File: src/rtl/core_mc.sv
// core_mc: multi-cycle accumulator core with a single req/ack memory port.
// Each instruction is fetched, executed, then optionally followed by one data transfer.
module core_mc #(
    parameter int DW = 32,
    parameter int AW = 32,
    parameter int PC_STEP = 4,
    parameter logic [AW-1:0] RESET_PC = '0
) (
    input  logic          clk,
    input  logic          resetn,
    output logic [AW-1:0] address,
    output logic [DW-1:0] data_out,
    input  logic [DW-1:0] data_in,
    output logic          we,
    output logic          req,
    input  logic          ack,
    output logic          halted
);
    typedef enum logic [2:0] {START, FETCH, EXEC, MEM, HALT} state_t;
    state_t        r_state;
    logic [AW-1:0] r_pc;
    logic [DW-1:0] r_acc;
    logic [DW-1:0] r_ir;
    logic [3:0]    w_op;
    logic [DW-1:0] w_imm;
    logic [AW-1:0] w_addr;
    logic [AW-1:0] w_pc_next;
    logic [AW-1:0] w_target;
    assign w_op      = r_ir[DW-1:DW-4];
    assign w_imm     = {4'd0, r_ir[DW-5:0]};
    assign w_addr    = AW'(w_imm);
    assign w_pc_next = r_pc + AW'(PC_STEP);
    // Only consulted for JMP and BEQZ: JMP always takes the operand.
    assign w_target  = (w_op == 4'd5 || r_acc == '0) ? w_addr : w_pc_next;
    always_ff @(posedge clk) begin
        if (!resetn) begin
            r_state  <= START;
            address  <= RESET_PC;
            data_out <= '0;
            we       <= 1'b0;
            req      <= 1'b0;
            halted   <= 1'b0;
            r_pc     <= RESET_PC;
            r_acc    <= '0;
            r_ir     <= '0;
        end else begin
            case (r_state)
                START: begin
                    req     <= 1'b1;
                    we      <= 1'b0;
                    address <= r_pc;
                    r_state <= FETCH;
                end
                FETCH: if (ack) begin
                    r_ir    <= data_in;
                    req     <= 1'b0;
                    r_state <= EXEC;
                end
                EXEC: case (w_op)
                    4'd1, 4'd3: begin
                        req     <= 1'b1;
                        address <= w_addr;
                        r_state <= MEM;
                    end
                    4'd2: begin
                        req      <= 1'b1;
                        we       <= 1'b1;
                        address  <= w_addr;
                        data_out <= r_acc;
                        r_state  <= MEM;
                    end
                    4'd5, 4'd6: begin
                        r_pc    <= w_target;
                        req     <= 1'b1;
                        address <= w_target;
                        r_state <= FETCH;
                    end
                    4'd7: begin
                        halted  <= 1'b1;
                        r_state <= HALT;
                    end
                    default: begin
                        r_acc   <= (w_op == 4'd4) ? r_acc + w_imm : r_acc;
                        r_pc    <= w_pc_next;
                        req     <= 1'b1;
                        address <= w_pc_next;
                        r_state <= FETCH;
                    end
                endcase
                // req stays high: the data transfer rolls straight into the next fetch.
                MEM: if (ack) begin
                    r_acc   <= (w_op == 4'd1) ? data_in : (w_op == 4'd3) ? r_acc + data_in : r_acc;
                    r_pc    <= w_pc_next;
                    we      <= 1'b0;
                    address <= w_pc_next;
                    r_state <= FETCH;
                end
                default: begin
                    req <= 1'b0;
                    we  <= 1'b0;
                end
            endcase
        end
    end
endmodule
File: config.mk
export PLATFORM = sky130hd
export DESIGN_NAME = core_mc
export DESIGN_NICKNAME = d
export VERILOG_FILES = /design/src/rtl/core_mc.sv
export SDC_FILE = /design/constraint.sdc
export NUM_CORES = 1
export LEC_CHECK = 0
export CORE_MARGIN = 1
export CORE_UTILIZATION = 35
export CTS_BUF_LIST = sky130_fd_sc_hd__clkbuf_8
export CTS_CLUSTER_SIZE = 12
export DETAILED_ROUTE_END_ITERATION = 8
export SETUP_SLACK_MARGIN = 0.15
export SYNTH_ARGS = -nofsm -noshare
export SYNTH_HDL_FRONTEND = slang
export SYNTH_SLANG_ARGS = --single-unit
export TNS_END_PERCENT = 30
File: constraint.sdc
create_clock -name clk -period 3.2 [get_ports clk]
set_input_delay 0.64 -clock clk [delete_from_list [all_inputs] [get_ports clk]]
set_output_delay 0.64 -clock clk [all_outputs]
set_load 0.01 [all_outputs]
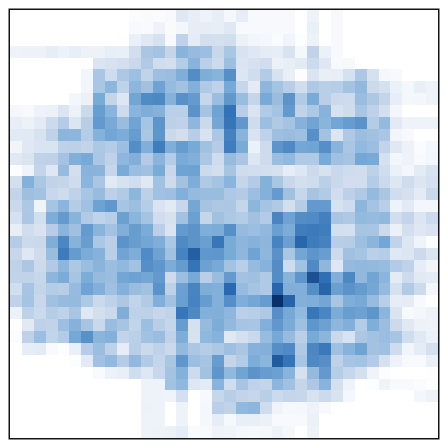
Figure 1: run 1, signal metal coverage by tile.
The die is cut into 36 by 36 equal tiles; white is low, dark blue is high, scaled to the fullest tile. Values are wire area over tile area, all layers added.
densest ninth of the die = middle
nearly empty tiles = 18%
fullest tile = 0.72
tiles over half the peak = 13%
WL final: 39800 um
Vias: 12200
gr usage total: 23.9%
wire per inst: 18.6 um

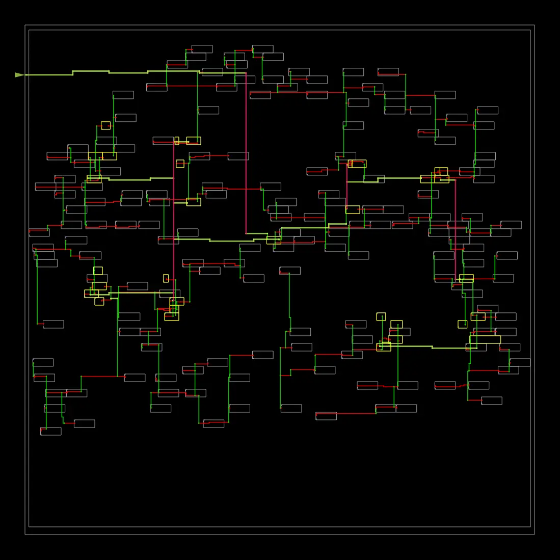
Figure 2: run 1, clock wiring as the flow saved it.
Clock Power: 1.51 mW
clk_skew: 0.0242 ns
FFs & Latches: 166

==> impl_metrics.env, run 1 <==
# physical design summary
export IMPL_ys_ff=166
export IMPL_overflow=0
export IMPL_clkSinkCount=166
export IMPL_topCellsByArea="dfxtp_1 (30%), a21oi_1 (9.5%), nand2_1 (8.3%)"
export IMPL_diodes=0
export IMPL_openroad_warnings=28
export IMPL_yosys_warnings=0
export IMPL_irDropWorstVdd_uv=245
export IMPL_worstSetupPathType="input pin to flip-flop"
export IMPL_edf_count=0
export IMPL_grt_max_degree=61
export IMPL_root_buffer="clkbuf_8"
export IMPL_grt_pass1_wl_um=62300
export IMPL_place_area_sq_um=13600
export IMPL_p_sw_mw=1.35
export IMPL_power_density_nw_per_um2=312
export IMPL_worst_pin_slew_ns=0.898
export IMPL_yosysSeqAreaShare_pct=29.5
export IMPL_yosysTopAreaCell="dfxtp_1"
export IMPL_outcome="complete, no violations"
export IMPL_nets=1817
export IMPL_switching_share_pct=30.5
export IMPL_cp_slowest_stage_delay_ns=0.43
export IMPL_drcViolationCount=0
export IMPL_die_y_um=181
export IMPL_first_pass_iters=5
export IMPL_chip_area_sq_um=32900
export IMPL_flop_cell="dfxtp_1"
export IMPL_areaGrowthSynthToFinish_pct=25.7
export IMPL_worstHoldPathType="flip-flop to flip-flop"
export IMPL_hold_path_end="data_out[20]"
export IMPL_period_needed_ns=2.99
export IMPL_ys_types=79
export IMPL_end_kind="flip-flop"
export IMPL_lay_top_count="nand2_1"
export IMPL_clk_latency_ns=0.49
export IMPL_cp_data_arrival_time_ns=3.37
export IMPL_crit_chain="clkdlybuf4s50_1 > ha_1 > buf_4 > o211ai_1 > o21ai_2 > o211ai_1 > buf_4 > a21o_1 > nand3_1 > and3_1 > or4_1 > a311oi_1"
export IMPL_yosys_area_sq_um=11300
export IMPL_slew_headroom_pct=40.1
export IMPL_p_int_mw=3.07
export IMPL_cts_made_buffers=17
export IMPL_die_w_um=181
export IMPL_clkPwrFrac_pct=34.2
export IMPL_setup_viol=0
export IMPL_slew_violations=0
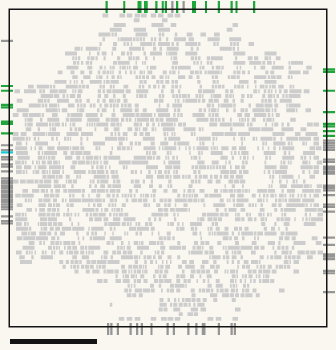
Figure 3: run 1, pin map.
The bar under the picture is 50 um long. Pins as bars across the die edge, other pins in gray.
green -> `address`  # pins 32, direction output, edge 17 top, 8 right, 7 left
cyan -> `ack`  # pins 1, direction input, edge left

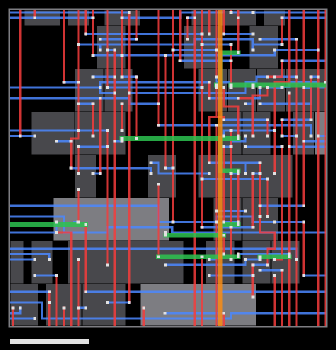
Figure 4: run 1, layout detail.
The bar under the picture is 5 um long. Window x 81 to 101, y 117 to 137 um. Cells in gray, sequential cells in the stronger gray; small squares are vias.
red -> metal 2
blue -> metal 1
green -> metal 3
orange -> metal 4
most frequent = nor3_1 (5), a21oi_1 (5), nor2_1 (3)
netlist names of flops here include = `r_pc` (2)
sequential cells in the window = 2
cells with their middle in the window = 29

-- run 1: area by class of cell --
| cell class | instances | area share (%) |
|---|---|---|
| clock buffers | 18 | 1.75 |
| clock inverters | 14 | 0.893 |
| inverters | 19 | 0.513 |
| multi-input cells | 1248 | 53.3 |
| flip-flops and latches | 166 | 23.5 |
| well taps | 402 | 3.56 |
| repair buffers | 268 | 16.5 |
-- run 1: routing by layer --
layer / up-vias / share of wire, % / track usage (%)
met5: - / 0 / 0
met4: 0 / 2.3 / 6.85
met3: 57 / 4.4 / 3.00
met2: 352 / 47 / 40.0
met1: 5781 / 47 / 32.1
li1: 5991 / - / -
-- run 1: state kept, by name, indices dropped and copies added (netlist names) --
name / cells
address: 32
data_out: 32
halted: 1
r_acc: 32
r_ir: 32
r_pc: 32
r_state: 3
req: 1
we: 1
-- run 1: cells by family (layout without fill, tap and decap cells) --
group           count (synthesis)  after routing  synth area share (%)
flops                         166            166                  29.5
compound gates                542            542                  29.7
fa+ha+maj                      62             62                  7.03
buf+inv                       125            319                  4.64
xor+xnor                       50             50                  3.89
simple gates                  578            578                  23.7
mux                            16             16                  1.48
-- run 1: through the flow --
| stage | std cells | setup slack, ns | setup TNS, ns | utilization, % |
|---|---|---|---|---|
| global placement | 2097 | -0.609 | -4.85 | 43.2 |
| global route | 2135 | 0.106 | 0 | 44.8 |
| CTS | 2133 | 0.111 | 0 | 44.5 |
| finish | 2135 | 0.212 | 0 | 44.8 |
| floorplan | 1539 | 0.235 | 0 | - |
| detailed placement | 2097 | -0.670 | -6.05 | 43.2 |
-- run 1: worst max-delay path: cells and delay by family --
kind                     cells  cell delay (ns)
AND/OR/NAND/NOR              3             0.70
adder cells (fa/ha/maj)      1             0.32
AND-OR/OR-AND                5             0.95
buffers and inverters        3             0.76
-- run 1: worst max-delay path by stage --
stage / end / startpoint / cells past startpoint
detailed placement: r_acc[26] / data_in[0] / 12
global placement: r_acc[26] / data_in[0] / 12
global route: r_acc[31] / data_in[2] / 12
finish: r_acc[31] / data_in[2] / 12
floorplan: r_acc[26] / data_in[0] / 10
CTS: r_acc[31] / data_in[1] / 12
-- run 1: power groups by stage --
stage,clock (mW),combinational (mW),sequential (mW)
final,1.51,0.742,2.17
after CTS,1.54,0.737,2.17
after global routing,1.62,0.808,2.17
after detailed placement,0,0.733,2.21
after global placement,0,0.728,2.21
after floorplan,0,0.395,2.20
-- run 1: repair_timing --
| item | in CTS | in global routing |
|---|---|---|
| setup buffers | 4 | 2 |
| setup endpoints to repair | 8 | 16 |
| pin swaps | 5 | 15 |
| gates resized | 6 | 21 |
-- run 1: cells in the mapped netlist, drive strengths merged, types with 10 or more instances --
cell type	instances
ha	60
nand3	45
nand2	250
a21o	18
nand4	12
nor4	17
clkbuf	80
o21a	13
nor3	58
xor2	23
a31oi	24
and3	16
o211ai	29
buf	26
a211oi	23
o22ai	13
nor2	109
o21ai	120
and2	17
a21oi	214
a221oi	11
nor2b	10
mux2i	14
xnor2	27
dfxtp	166
nand2b	11
inv	19
==> run 2, diff against run 1 <==
--- a/config.mk
+++ b/config.mk
@@ -5,12 +5,12 @@
 export SDC_FILE = /design/constraint.sdc
 export NUM_CORES = 1
 export LEC_CHECK = 0
-export CORE_MARGIN = 1
 export CORE_UTILIZATION = 35
 export CTS_BUF_LIST = sky130_fd_sc_hd__clkbuf_8
 export CTS_CLUSTER_SIZE = 12
 export DETAILED_ROUTE_END_ITERATION = 8
 export SETUP_SLACK_MARGIN = 0.15
+export SLEW_MARGIN = 10
 export SYNTH_ARGS = -nofsm -noshare
 export SYNTH_HDL_FRONTEND = slang
 export SYNTH_SLANG_ARGS = --single-unit
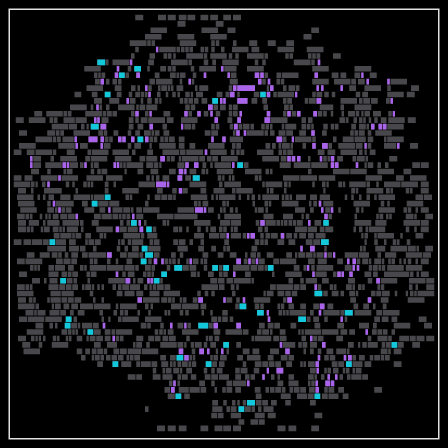
Figure 5: run 2, gate-type map.
cyan -> AND-OR and OR-AND gates  # cells 46
purple -> NOR gates  # cells 200

==> run 2 against run 1 <==
Clock power barely moved. Highest routed layer unchanged. Final area did not move. Power did not move. Non-clock buffer count did not move. Register-to-register slack barely moved. Cell count did not move. Utilization did not move. Synthesized cell count did not move. Critical endpoint unchanged. Clock skew did not move. Critical path depth did not move. Area after synthesis did not move.
==> impl_metrics.env, run 2 <==
# physical design summary
export IMPL_first_pass_iters=5
export IMPL_lay_top_count="nand2_1"
export IMPL_topCellsByArea="dfxtp_1 (30%), a21oi_1 (9.5%), nand2_1 (8.3%)"
export IMPL_grt_usage_pct=23.9
export IMPL_openroad_warnings=28
export IMPL_die_w_um=181
export IMPL_p_sw_mw=1.35
export IMPL_die_y_um=181
export IMPL_clkSinkCount=166
export IMPL_setup_viol=0
export IMPL_ys_types=79
export IMPL_place_area_sq_um=13600
export IMPL_edf_count=0
export IMPL_nets=1817
export IMPL_yosys_area_sq_um=11300
export IMPL_yosysTopAreaCell="dfxtp_1"
export IMPL_crit_buf_inv=3
export IMPL_cp_top_family="AND-OR/OR-AND gates"
export IMPL_slew_violations=0
export IMPL_diodes=0
export IMPL_slew_headroom_pct=40.1
export IMPL_yosysSeqAreaShare_pct=29.5
export IMPL_wire_per_inst_um=18.6
export IMPL_worstHoldPathType="flip-flop to flip-flop"
export IMPL_areaGrowthSynthToFinish_pct=25.7
export IMPL_synthTopCellsByCount="nand2_1 (250), a21oi_1 (213), dfxtp_1 (166)"
export IMPL_grt_max_degree=61
export IMPL_fin_ws_ns=0.212
export IMPL_dr_total_vias=12200
export IMPL_power_density_nw_per_um2=312
export IMPL_chip_area_sq_um=32900
export IMPL_outcome="complete, no violations"
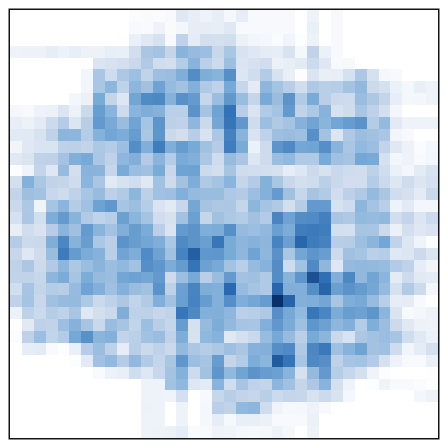
Figure 6: run 2, signal metal coverage by tile.
The die is cut into 36 by 36 equal tiles; white is low, dark blue is high, scaled to the fullest tile. Values are wire area over tile area, all layers added.
densest ninth of the die = middle
fullest tile = 0.72
mean over tiles = 0.19
nearly empty tiles = 18%
tiles over half the peak = 13%

run 2: cell counts after synthesis:
No cell type changed its count.
run 2: layer usage:
layer / GRT usage [%] / share of wire [%] / vias up
met5: 0 / 0 / -
met3: 3.00 / 4.4 / 57
li1: - / - / 5991
met4: 6.85 / 2.3 / 0
met2: 40.0 / 47 / 352
met1: 32.1 / 47 / 5781
run 2: cell families after synthesis:
group                    synth area share [%]
adder cells (fa/ha/maj)                  7.03
multiplexers                             1.48
flip-flops                               29.5
AND-OR/OR-AND                            29.7
AND/OR/NAND/NOR                          23.7
buffers and inverters                    4.64
XOR/XNOR                                 3.89
run 2: worst paths after layout:
path	startpoint	end	slack, ns	cells after the start
worst max-delay path	data_in[2]	r_acc[31]	0.21	12
worst min register to register	data_out[20]	data_out[20]	0.45	2
worst min-delay path	data_out[20]	data_out[20]	0.45	2
worst max register to register	r_acc[21]	address[15]	0.22	9
run 2: repair_timing:
item                       4_1_cts  5_1_grt
buffers inserted                 4        2
setup endpoints to repair        8       16
resized                          6       21
pin swaps                        5       15
run 2: layout make-up:
cell class / count / area (sq um) / share of cell area (%)
Clock buffer: 18 / 248 / 1.75
Timing Repair Buffer: 268 / 2330 / 16.5
Multi-Input combinational cell: 1248 / 7540 / 53.3
Clock inverter: 14 / 126 / 0.893
Inverter: 19 / 72.6 / 0.513
Sequential cell: 166 / 3330 / 23.5
Tap cell: 402 / 503 / 3.56
run 2: metrics by stage:
stage	instances	hold WS, ns	utilization (%)	TNS, ns
2_1_floorplan	1539	0.462	-	0
3_3_place_gp	2097	0.443	43.2	-4.85
3_5_place_dp	2097	0.447	43.2	-6.05
4_1_cts	2133	0.459	44.5	0
5_1_grt	2135	0.459	44.8	0
6_report	2135	0.455	44.8	0
run 2: tightest hold or removal path, cell delays in order, from the launching register on:
cell     delay [ns]
dfxtp_1        0.31
nand2_1        0.05
a21oi_1        0.05
run 2: power by group through the flow:
stage / sequential, mW / combinational, mW / clock [mW]
after floorplan: 2.20 / 0.395 / 0
after global placement: 2.21 / 0.728 / 0
after detailed placement: 2.21 / 0.733 / 0
after CTS: 2.17 / 0.737 / 1.54
after global routing: 2.17 / 0.808 / 1.62
final: 2.17 / 0.742 / 1.51
==> run 3, diff against run 2 <==
--- a/config.mk
+++ b/config.mk
@@ -14,4 +14,4 @@
 export SYNTH_ARGS = -nofsm -noshare
 export SYNTH_HDL_FRONTEND = slang
 export SYNTH_SLANG_ARGS = --single-unit
-export TNS_END_PERCENT = 30
+export TNS_END_PERCENT = 1
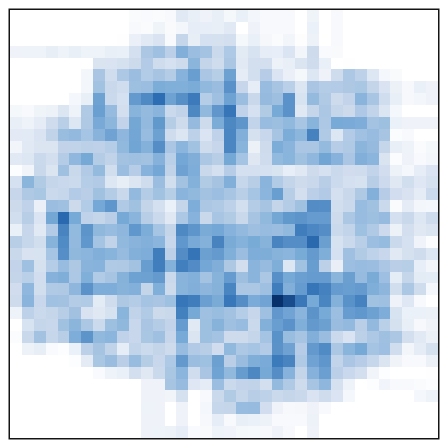
Figure 7: run 3, signal metal coverage by tile.
The die is cut into 36 by 36 equal tiles; white is low, dark blue is high, scaled to the fullest tile. Values are wire area over tile area, all layers added.
nearly empty tiles = 18%
fullest tile = 0.76
tiles over half the peak = 11%
densest ninth of the die = middle
Vias: 12300
wire per inst: 18.7 um
gr usage total: 23.9%

==> run 3 against run 2 <==
Critical path depth rose by 1. Area after synthesis is the same. Utilization about the same. Highest routed layer unchanged.
==> impl_metrics.env, run 3 <==
# physical design summary
export IMPL_areaGrowthSynthToFinish_pct=25.7
export IMPL_p_int_mw=3.07
export IMPL_slew_violations=0
export IMPL_yosys_area_sq_um=11300
export IMPL_met3_usage_pct=3.00
export IMPL_synth_top_cell_by_count="nand2_1"
export IMPL_setup_viol=0
export IMPL_power_density_nw_per_um2=313
export IMPL_cp_slowest_stage_delay_ns=0.45
export IMPL_edf_count=0
export IMPL_ys_ff=166
export IMPL_nets=1816
export IMPL_outcome="complete, no violations"
export IMPL_ys_types=79
export IMPL_diodes=0
export IMPL_yosysSeqAreaShare_pct=29.5
export IMPL_root_buffer="clkbuf_8"
export IMPL_flop_cell="dfxtp_1"
export IMPL_topCellsByArea="dfxtp_1 (30%), a21oi_1 (9.5%), nand2_1 (8.3%)"
export IMPL_yosys_warnings=0
export IMPL_reg2reg_slack_ns=0.23
export IMPL_lay_top_count="nand2_1"
export IMPL_first_pass_iters=5
export IMPL_yosysTopAreaCell="dfxtp_1"
export IMPL_worst_pin_slew_ns=0.911
export IMPL_openroad_warnings=28
export IMPL_end_kind="flip-flop"
export IMPL_power_total_mw=4.42
export IMPL_p_sw_mw=1.35
export IMPL_switching_share_pct=30.6
export IMPL_period_needed_ns=3.04
export IMPL_routed_wl_um=40000
export IMPL_irDropWorstVdd_uv=246
export IMPL_cp_data_arrival_time_ns=3.41
export IMPL_globalRouteMet2Util_pct=40.0
export IMPL_layout_top_cells="nand2_1 (250), a21oi_1 (210), dfxtp_1 (163)"
export IMPL_crit_buf_inv=3
export IMPL_crit_cells=13
export IMPL_drcViolationCount=0
export IMPL_grt_max_degree=61
export IMPL_die_w_um=181
export IMPL_clkPwrFrac_pct=34.2
export IMPL_grtUsageMet1_pct=32.1
export IMPL_chip_area_sq_um=32900
export IMPL_crit_chain="clkdlybuf4s50_1 > ha_2 > fa_2 > a211oi_2 > buf_4 > o21ai_4 > a21oi_4 > o21bai_2 > a221oi_2 > buf_4 > xnor2_1 > o21ai_0 > a32o_1"
export IMPL_final_core_util_pct=44.8
export IMPL_reg2reg_depth=10
export IMPL_cp_top_family="AND-OR/OR-AND gates"
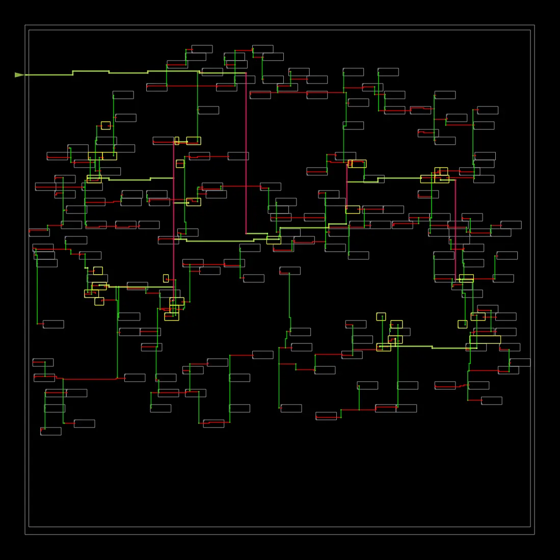
Figure 8: run 3, clock wiring as the flow saved it.
clk_skew: 0.0236 ns
latest clock arrival within the worst-skew pair: 0.49 ns
clock sinks: 166
CLK BUF: 18

run 3: cell count changes in the layout (fill, tap and decap cells not counted):
| cell | delta |
|---|---|
| a21oi_1 | +1 |
| a21oi_2 | -1 |
| a221oi_2 | -1 |
| a221oi_4 | +1 |
| buf_4 | -1 |
| clkdlybuf4s50_1 | +1 |
| dlymetal6s2s_1 | -1 |
| nor4_1 | -1 |
| nor4_2 | +1 |
run 3: what timing repair did:
item                       CTS  global route
resized                      5            22
setup buffers                3             2
pin swaps                    4            17
setup endpoints to repair    8            16
hold buffers                 0             0
hold endpoints to repair     0             0
run 3: per-layer routing:
metal / share of wire, % / up-vias
li1: - / 5994
met1: 46 / 5845
met2: 47 / 381
met3: 4.6 / 60
met4: 2.2 / 0
met5: 0 / -
run 3: worst reg2reg max path, cell delays in order (launching register included):
cell	delay, ns
dfxtp_1	0.41
ha_1	0.39
nand2_1	0.13
nor3_1	0.36
a221oi_4	0.14
buf_4	0.17
a21oi_1	0.34
o41ai_2	0.12
buf_4	0.15
or4_1	0.49
a31oi_1	0.18
run 3: path summary, 6_finish.rpt:
kind | startpoint | end
setup / recovery | data_in[0] | r_acc[22]
hold / removal | data_out[20] | data_out[20]
setup reg to reg | r_acc[10] | r_acc[30]
hold reg to reg | data_out[20] | data_out[20]
run 3: through the flow:
stage	hold slack, ns	cell area [sq um]	setup slack (ns)	instances	TNS (ns)
3_5_place_dp	0.447	13600	-0.670	2097	-6.05
4_1_cts	0.459	14000	0.111	2132	0
2_1_floorplan	0.462	11300	0.235	1539	0
3_3_place_gp	0.443	13600	-0.609	2097	-4.85
5_1_grt	0.474	14100	0.106	2134	0
6_report	0.455	14100	0.162	2134	0
run 3: area by class of cell:
cell class | count | area (sq um) | share of cell area [%]
clock buffers | 18 | 248 | 1.75
clock inverters | 14 | 126 | 0.893
inverters | 19 | 72.6 | 0.513
multi-input cells | 1248 | 7550 | 53.4
flip-flops and latches | 166 | 3330 | 23.5
well taps | 402 | 503 | 3.55
repair buffers | 267 | 2320 | 16.4
run 3: kinds of logic after synthesis:
logic type      share of synthesized area (%)
xor+xnor                                 3.89
buf+inv                                  4.64
simple gates                             23.7
flops                                    29.5
mux                                      1.48
fa+ha+maj                                7.03
compound gates                           29.7
run 3: power by group through the flow:
stage	clock (mW)	sequential, mW	combinational, mW
after floorplan	0	2.20	0.395
after global placement	0	2.21	0.728
after detailed placement	0	2.21	0.733
after CTS	1.54	2.17	0.737
after global routing	1.62	2.17	0.809
final	1.51	2.17	0.745
Power and IR drop assume default switching activity.
